==> run_1/ff_map.png <==
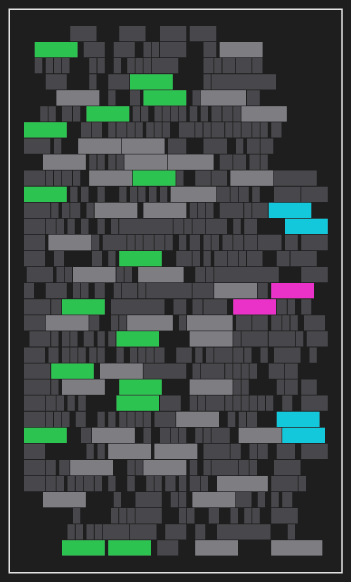
==> run_1/m2.png <==
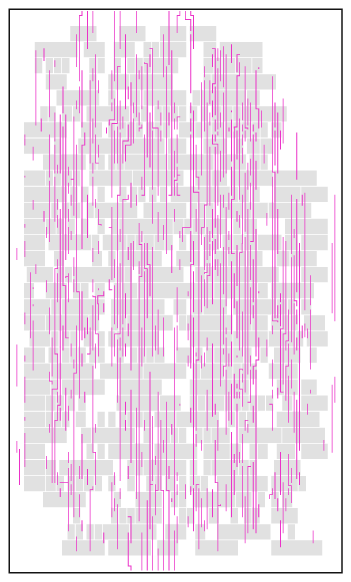
==> run_1/port_trees.png <==
Scale bar: 20 um.
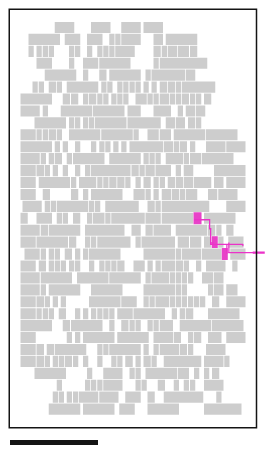
==> run_1/congestion_map.png <==
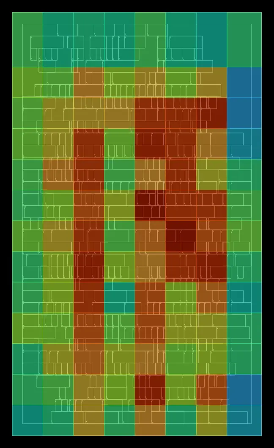
===== config.mk =====
export PLATFORM = sky130hd
export DESIGN_NAME = seven_segment_scan_controller
export DESIGN_NICKNAME = d
export VERILOG_FILES = /design/src/rtl/seven_segment_scan_controller.sv
export SDC_FILE = /design/constraint.sdc
export NUM_CORES = 1
export LEC_CHECK = 0
export ABC_AREA = 1
export CAP_MARGIN = 20
export CORE_ASPECT_RATIO = 1.75
export CORE_MARGIN = 2
export CORE_UTILIZATION = 54
export CTS_BUF_LIST = sky130_fd_sc_hd__clkbuf_2
export DETAILED_ROUTE_END_ITERATION = 7
export PLACE_DENSITY = 0.82
export SETUP_SLACK_MARGIN = 0.3
export SKIP_CTS_REPAIR_TIMING = 1
export SLEW_MARGIN = 10
export SYNTH_ARGS = -nofsm -noshare
export SYNTH_HDL_FRONTEND = slang
export SYNTH_SLANG_ARGS = --single-unit

===== constraint.sdc =====
create_clock -name clock -period 2 [get_ports clock]
set_clock_uncertainty 0.2 [all_clocks]
set_input_delay 0.3 -clock clock [delete_from_list [all_inputs] [get_ports clock]]
set_output_delay 0.3 -clock clock [all_outputs]
set_load 0.02 [all_outputs]

===== src/rtl/seven_segment_scan_controller.sv =====
// Scan sequencer for a 4-digit seven-segment display: digit scan, per-digit PWM
// brightness with inter-digit blanking, and a frame-atomic valid/ready value update.
module seven_segment_scan_controller #(
    parameter int TICKS_PER_DIGIT = 1000,
    parameter int BLANK_TICKS     = 16,
    parameter int COUNT_WIDTH     = 16
) (
    input  logic        clock,
    input  logic        reset,
    input  logic        updateValid,
    output logic        updateReady,
    input  logic [15:0] updateValue,
    input  logic [3:0]  brightness,
    input  logic        displayEnable,
    output logic [1:0]  digitSelect,
    output logic [15:0] activeValue,
    output logic [3:0]  segmentEnable,
    output logic        frameStart
);

    typedef enum logic {
        IDLE = 1'b0,
        HELD = 1'b1
    } update_state_t;

    localparam logic [COUNT_WIDTH-1:0] LAST_TICK   = COUNT_WIDTH'(TICKS_PER_DIGIT - 1);
    localparam logic [COUNT_WIDTH-1:0] BLANK_START = COUNT_WIDTH'(BLANK_TICKS);

    update_state_t          state;
    update_state_t          state_next;
    logic [COUNT_WIDTH-1:0] tick_count;
    logic [15:0]            shadow;
    logic [3:0]             bright_latched;
    logic                   last_tick;
    logic                   frame_boundary;
    logic                   lit;

    assign last_tick      = (tick_count == LAST_TICK);
    assign frame_boundary = last_tick && (digitSelect == 2'd3);
    assign lit            = displayEnable && (tick_count >= BLANK_START)
                            && (tick_count[3:0] <= bright_latched);
    assign updateReady    = (state == IDLE);
    assign frameStart     = (tick_count == '0) && (digitSelect == 2'd0);

    // NOTE: state_next gets its default before the case so no path can infer a latch.
    always_comb begin
        state_next = state;
        case (state)
            IDLE: if (updateValid) state_next = HELD;
            HELD: if (frame_boundary) state_next = IDLE;
            default: state_next = IDLE;
        endcase
    end

    // NOTE: all sequential state uses non-blocking assignment so every register
    // samples the pre-edge values (commit sees pending before a same-edge accept).
    always_ff @(posedge clock) begin
        if (reset) begin
            state <= IDLE;
        end else begin
            state <= state_next;
        end
    end

    always_ff @(posedge clock) begin
        if (reset) begin
            tick_count  <= '0;
            digitSelect <= 2'd0;
        end else if (last_tick) begin
            tick_count  <= '0;
            digitSelect <= digitSelect + 2'd1;
        end else begin
            tick_count  <= tick_count + 1'b1;
        end
    end

    // Shadow captures on accept; the displayed value and brightness only move at
    // the frame boundary so a frame is never drawn with mixed digits or duty.
    always_ff @(posedge clock) begin
        if (reset) begin
            shadow         <= '0;
            activeValue    <= '0;
            bright_latched <= 4'd15;
            segmentEnable  <= 4'b1111;
        end else begin
            if (state == IDLE && updateValid) begin
                shadow <= updateValue;
            end
            if (state == HELD && frame_boundary) begin
                activeValue <= shadow;
            end
            if (frame_boundary) begin
                bright_latched <= brightness;
            end
            segmentEnable <= lit ? ~(4'b0001 << digitSelect) : 4'b1111;
        end
    end

endmodule


==> results.json, run 1 <==
{
  "ys_cells": 353,
  "area_growth_syn_to_layout_pct": 34.7,
  "reg2reg_from": "tick_count[3]",
  "synth-edff-count": 0,
  "slowest_stage": "dfxtp_1",
  "combGateArea_um2": 1220,
  "synth_area_um2": 2560,
  "end_kind": "primary output",
  "hp-class": "input pin to register",
  "drtIter0Drc": 88,
  "maxCapViolCount": 0,
  "worstSetupPathType": "register to primary output",
  "relSlewSlack": 0.684,
  "grt_overflow": 0,
  "cp_top_family": "flip-flops",
  "fmax_ghz": 0.497,
  "dr.pass1.iters": 4,
  "mostFrequentLayoutCell": "nor2_1",
  "numClockSinks": 59,
  "violations": "setup timing",
  "finalCritPeriodShare": 1.01,
  "mostFrequentLayoutCells": "nor2_1, nand2_1, dfxtp_1, inv_1, clkdlybuf4s50_1",
  "topCombFamilyByArea": "simple AND/OR/NAND/NOR gates",
  "holdCritStartpoint": "brightness[3]",
  "die-area_um2": 5330,
  "finalCriticalPeriod_ns": 2.01,
  "totalPowerFinal_mw": 2.24,
  "cts_root_buf": "clkbuf_2",
  "ys_sh_mux": 0,
  "grt_pass1_vias": 2100,
  "critPathLaunchType": "register",
  "crit_start": "digitSelect[0]",
  "synth-seq-cells": 59,
  "final_nets": 449,
  "initial_core_util": 0.554,
  "layout-drive-gt1-share": 0.140,
  "required_ns": 1.50,
  "die_x_um": 56.1,
  "antenna_found_initial": 0,
  "powerDensity_nw_per_um2": 650,
  "ys_sh_simple": 0.323,
  "grt_pass1_wl_mm": 8.79,
  "vdd_drop_max_v": 0.000646,
  "finalSetupViolCount": 1,
  "dp_hpwl_mm": 3.93,
  "syn_inst": 353,
  "ys_warn_count": 0,
  "synthesis.nets": 387,
  "setup_ws_ns": -0.0115,
  "numCtsBuffers": 9,
  "ys_sh_aoi": 0.0664,
  "yosysTopAreaCell": "dfxtp_1",
  "clk_latency_ns": 0.49,
  "slowest_delay_ns": 0.42,
  "die_h_um": 95.1,
  "via_per_inst": 4.98,
  "cts_tree": "yes",
  "detail-route-antenna-nets": 0,
  "synth-adder-area-share": 0.0489,
  "grt_max_degree": 40,
  "xor_share": 0.0137,
  "rsz0062_at_grt": "true",
  "synth-async-reset-ratio": 0,
  "num_rows": 33,
  "p_leak_nw": 1.91,
  "outcome": "finished, violations left",
  "area_leaders": "dfxtp_1, nor2_1, nand2_1",
  "crit_buf_inv": 2,
  "ctsHtreeMaxLevel": 3
}
Back to the opening pictures, ff_map.png:
- magenta: `digitSelect` (placed flops 2)
- cyan: `segmentEnable` (placed flops 4)
- green: `activeValue` (placed flops 16)
- not coloured: 37
flop share of the area: 0.347
FF/Latch Area: 1200 um2
seq pwr: 1.23 mW
final design utilization: 0.746

Back to the opening pictures, m2.png:
- wire length on this layer: 3240 um
- share of all routed wire: 55%
met2 Use GR: 0.396
DR vias: 2350
Post-Route WL: 5.89 mm

Back to the opening pictures, port_trees.png:
- magenta: `reset` (direction input; edge east; end cells 3; buffers 1; wire 28.1 um)
# IOs: 48
Buffers on Ports: 47

Back to the opening pictures, congestion_map.png:
per-cell routed wire length: 12.5 um
Top Usage Layer GRT: met2
met1 usage: 0.212
met3 usage: 0.0475
Tot GR Track Use: 0.212

-- run 1: metrics by stage --
step,hold slack (ns),instances,setup TNS (ns),area (um2)
global route,0.157,472,-0.133,3450
CTS,0.141,467,-0.652,3250
finish,0.145,472,-0.0115,3450
global placement,0.246,451,0,3120
detailed placement,0.257,451,0,3120
floorplan,0.213,353,0,2560
-- run 1: kinds of logic after synthesis --
logic type / count (synthesis)
and+or+nand+nor: 194
DFF: 59
buffers and inverters: 53
AOI/OAI and AO/OA: 33
adders and majority gates: 10
xor gates and xnor gates: 4
-- run 1: metal layers --
metal	vias to the layer above	share of wire	wire length [um]
met1	1044	0.38	2220
met2	62	0.55	3240
met4	0	0.038	225
li1	1223	-	-
met5	-	0	0
met3	21	0.034	201
-- run 1: where the power goes --
| part | internal [mW] | switching [mW] | total [mW] |
|---|---|---|---|
| Clock | 0.409 | 0.443 | 0.852 |
| Sequential | 1.21 | 0.0217 | 1.23 |
| Combinational | 0.0817 | 0.0805 | 0.162 |
-- run 1: registers in the layout, summed over array words and instances, names as in the netlist --
name            cells
tick_count         16
state               1
digitSelect         2
activeValue        16
bright_latched      4
shadow             16
segmentEnable       4
-- run 1: cell type report --
cell class | count | area share
Clock buffer | 10 | 0.0145
Clock inverter | 6 | 0.0232
Inverter | 43 | 0.0468
Sequential cell | 59 | 0.347
Multi-Input combinational cell | 241 | 0.353
Tap cell | 52 | 0.0189
Timing Repair Buffer | 61 | 0.197
-- run 1: worst register-to-register path: stages, from the launching register on --
cell       delay [ns]
dfxtp_1          0.40
nor2_1           0.10
nand2_1          0.09
nor2_2           0.29
nand4_4          0.23
clkbuf_16        0.22
nor2_1           0.13
nor2_1           0.07
-- run 1: synthesized netlist by cell type (4+ instances only) --
| master | number |
|---|---|
| nor2_1 | 91 |
| nand2_1 | 66 |
| dfxtp_1 | 59 |
| inv_1 | 42 |
| o21ai_0 | 21 |
| nand3_1 | 13 |
| ha_1 | 10 |
| a21oi_1 | 9 |
| nand4_1 | 9 |
| buf_2 | 4 |
| nand2_2 | 4 |
| nor3_1 | 4 |
-- run 1: worst paths after layout --
path / end / slack, ns / cells past startpoint
setup / recovery: frameStart / -0.01 / 5
hold / removal: bright_latched[3] / 0.15 / 3
hold reg to reg: activeValue[5] / 0.28 / 2
setup reg to reg: activeValue[14] / 0.20 / 7
## Run 2: what changed since run 1
GPL_TIMING_DRIVEN = 1   (was unset)
HOLD_SLACK_MARGIN = 0.06   (was unset)
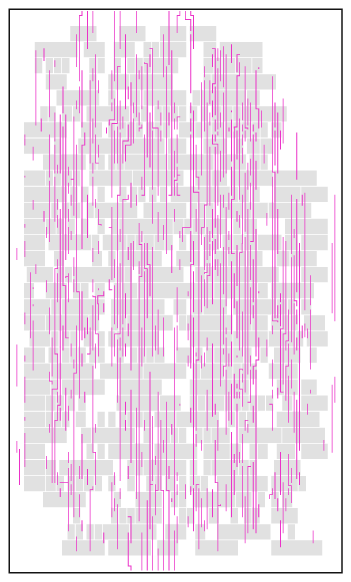
(run_2/m2.png)

==> run 2 against run 1 <==
Compared with the run above:
- synthesized cell count did not move
- largest power group unchanged
- maximum frequency did not move
- via count did not move
- critical path depth did not move
- routed wire length did not move
- worst hold slack did not move
- area after synthesis did not move
- global-route usage did not move
- die area did not move
- total power did not move
- the run still ends with setup timing left
==> results.json, run 2 <==
{
  "outcome": "finished, violations left",
  "cp_top_family": "flip-flops",
  "synth_area_um2": 2560,
  "synth-async-reset-ratio": 0,
  "crit_end": "frameStart",
  "synth-edff-count": 0,
  "drtIter0Drc": 88,
  "place_congestion": 0.829,
  "setup_ws_ns": -0.0115,
  "synth.distinct_cells": 25,
  "grt_overflow": 0,
  "die-area_um2": 5330,
  "r2r_slack_ns": 0.20,
  "die_x_um": 56.1,
  "clk_latency_ns": 0.49,
  "critPathLaunchType": "register",
  "worstSetupPathType": "register to primary output",
  "mostFrequentLayoutCell": "nor2_1",
  "area_growth_syn_to_layout_pct": 34.7,
  "cts_tree": "yes",
  "grtUsageTotal": 0.212,
  "maxCapViolCount": 0,
  "syn_inst": 353,
  "finalCriticalPeriod_ns": 2.01,
  "crit_start": "digitSelect[0]",
  "vdd_drop_max_v": 0.000646,
  "grt_max_degree": 40,
  "detail-route-antenna-nets": 0,
  "crit_buf_inv": 2,
  "slowest_stage": "dfxtp_1",
  "die_h_um": 95.1,
  "final_nets": 449,
  "ys_seq_frac": 0.461,
  "rr_endpoint": "activeValue[14]",
  "grt_pass1_wl_mm": 8.79,
  "wl_per_cell_um": 12.5,
  "slowest_delay_ns": 0.42,
  "powerDensity_nw_per_um2": 650,
  "required_ns": 1.50,
  "fmax_ghz": 0.497,
  "synth_top_cell_by_count": "nor2_1",
  "area_leaders": "dfxtp_1, nor2_1, nand2_1",
  "synthesis.nets": 387,
  "end_kind": "primary output",
  "finalSetupViolCount": 1,
  "reg_top3": "activeValue (16), shadow (16), tick_count (16)",
  "log.warning_count": 31,
  "totalPowerFinal_mw": 2.24,
  "combGateArea_um2": 1220,
  "numCtsBuffers": 9,
  "crit_cells": 5,
  "worst_r2r_path_depth": 7,
  "yosysTopAreaCell": "dfxtp_1",
  "initial_core_util": 0.554,
  "numClockSinks": 59,
  "p_leak_nw": 1.91,
  "postLayoutCoreUtil": 0.746,
  "critical_path.cell_chain": "inv_1, ha_1, nand3_1, nor2_1, buf_4",
  "cts_root_buf": "clkbuf_2",
  "fin_area_um2": 3450,
  "drt_wl_total_mm": 5.89,
  "regArea_um2": 1200,
  "ctsHtreeMaxLevel": 3,
  "via_per_inst": 4.98,
  "top_cells_by_count": "nor2_1, nand2_1, dfxtp_1, inv_1, o21ai_0",
  "grt_pass1_vias": 2100,
  "drc_errors": 0,
  "dr.pass1.iters": 4,
  "hold_viol": 0,
  "place_area_um2": 3120,
  "place.port_buffers": 47,
  "rsz0062_at_grt": "true",
  "finalCritPeriodShare": 1.01,
  "relSlewSlack": 0.684,
  "dp_hpwl_mm": 3.93,
  "hp-class": "input pin to register",
  "reg2reg_from": "tick_count[3]",
  "pin_count": 48,
  "num_rows": 33,
  "violations": "setup timing",
  "vias": 2350,
  "antenna_found_initial": 0,
  "layout-drive-gt1-share": 0.140,
  "mostFrequentLayoutCells": "nor2_1, nand2_1, dfxtp_1, inv_1, clkdlybuf4s50_1",
  "synth-seq-cells": 59,
  "ys_cells": 353,
  "ys_warn_count": 0
}
run 2: metrics by stage:
stage / setup TNS, ns / setup slack, ns / hold slack, ns / std cells
final: -0.0115 / -0.0115 / 0.145 / 472
after global routing: -0.133 / -0.133 / 0.157 / 472
after global placement: 0 / 0.0502 / 0.246 / 451
after detailed placement: 0 / 0.0512 / 0.257 / 451
after floorplan: 0 / 0.422 / 0.213 / 353
after CTS: -0.652 / -0.489 / 0.141 / 467
run 2: worst min-delay path: cells and delay by family:
kind / cells / cell delay, ns
buffers and inverters: 1 / 0.39
and+or+nand+nor: 2 / 0.11
run 2: power by group:
part	internal [mW]	switching [mW]	total, mW
combinational	0.0817	0.0805	0.162
sequential	1.21	0.0217	1.23
clock	0.409	0.443	0.852
run 2: cell type report:
type | instances | area share
clock buffer | 10 | 0.0145
sequential | 59 | 0.347
tap | 52 | 0.0189
inverter | 43 | 0.0468
clock inverter | 6 | 0.0232
multi-input combinational | 241 | 0.353
timing repair buffer | 61 | 0.197
run 2: worst min path at each step:
stage	endpoint	slack [ns]	depth (start not counted)	startpoint
6_report	bright_latched[3]	0.15	3	brightness[3]
5_1_grt	bright_latched[0]	0.16	3	brightness[0]
4_1_cts	bright_latched[3]	0.14	3	brightness[3]
3_5_place_dp	bright_latched[3]	0.26	2	bright_latched[3]
3_3_place_gp	tick_count[0]	0.25	1	tick_count[0]
2_1_floorplan	bright_latched[0]	0.21	2	brightness[0]
run 2: cells by family after synthesis:
logic type	count (synthesis)	share of synthesized area
AND/OR/NAND/NOR	194	0.323
flip-flops	59	0.461
buffers and inverters	53	0.0870
AND-OR/OR-AND	33	0.0664
adder cells (fa/ha/maj)	10	0.0489
XOR/XNOR	4	0.0137
run 2: layer usage:
| metal | global-route usage | vias to the layer above | routed length [um] |
|---|---|---|---|
| met2 | 0.396 | 62 | 3240 |
| met5 | 0 | - | 0 |
| li1 | - | 1223 | - |
| met4 | 0.121 | 0 | 225 |
| met3 | 0.0475 | 21 | 201 |
| met1 | 0.212 | 1044 | 2220 |
Power is estimated from default activity; no workload was simulated.
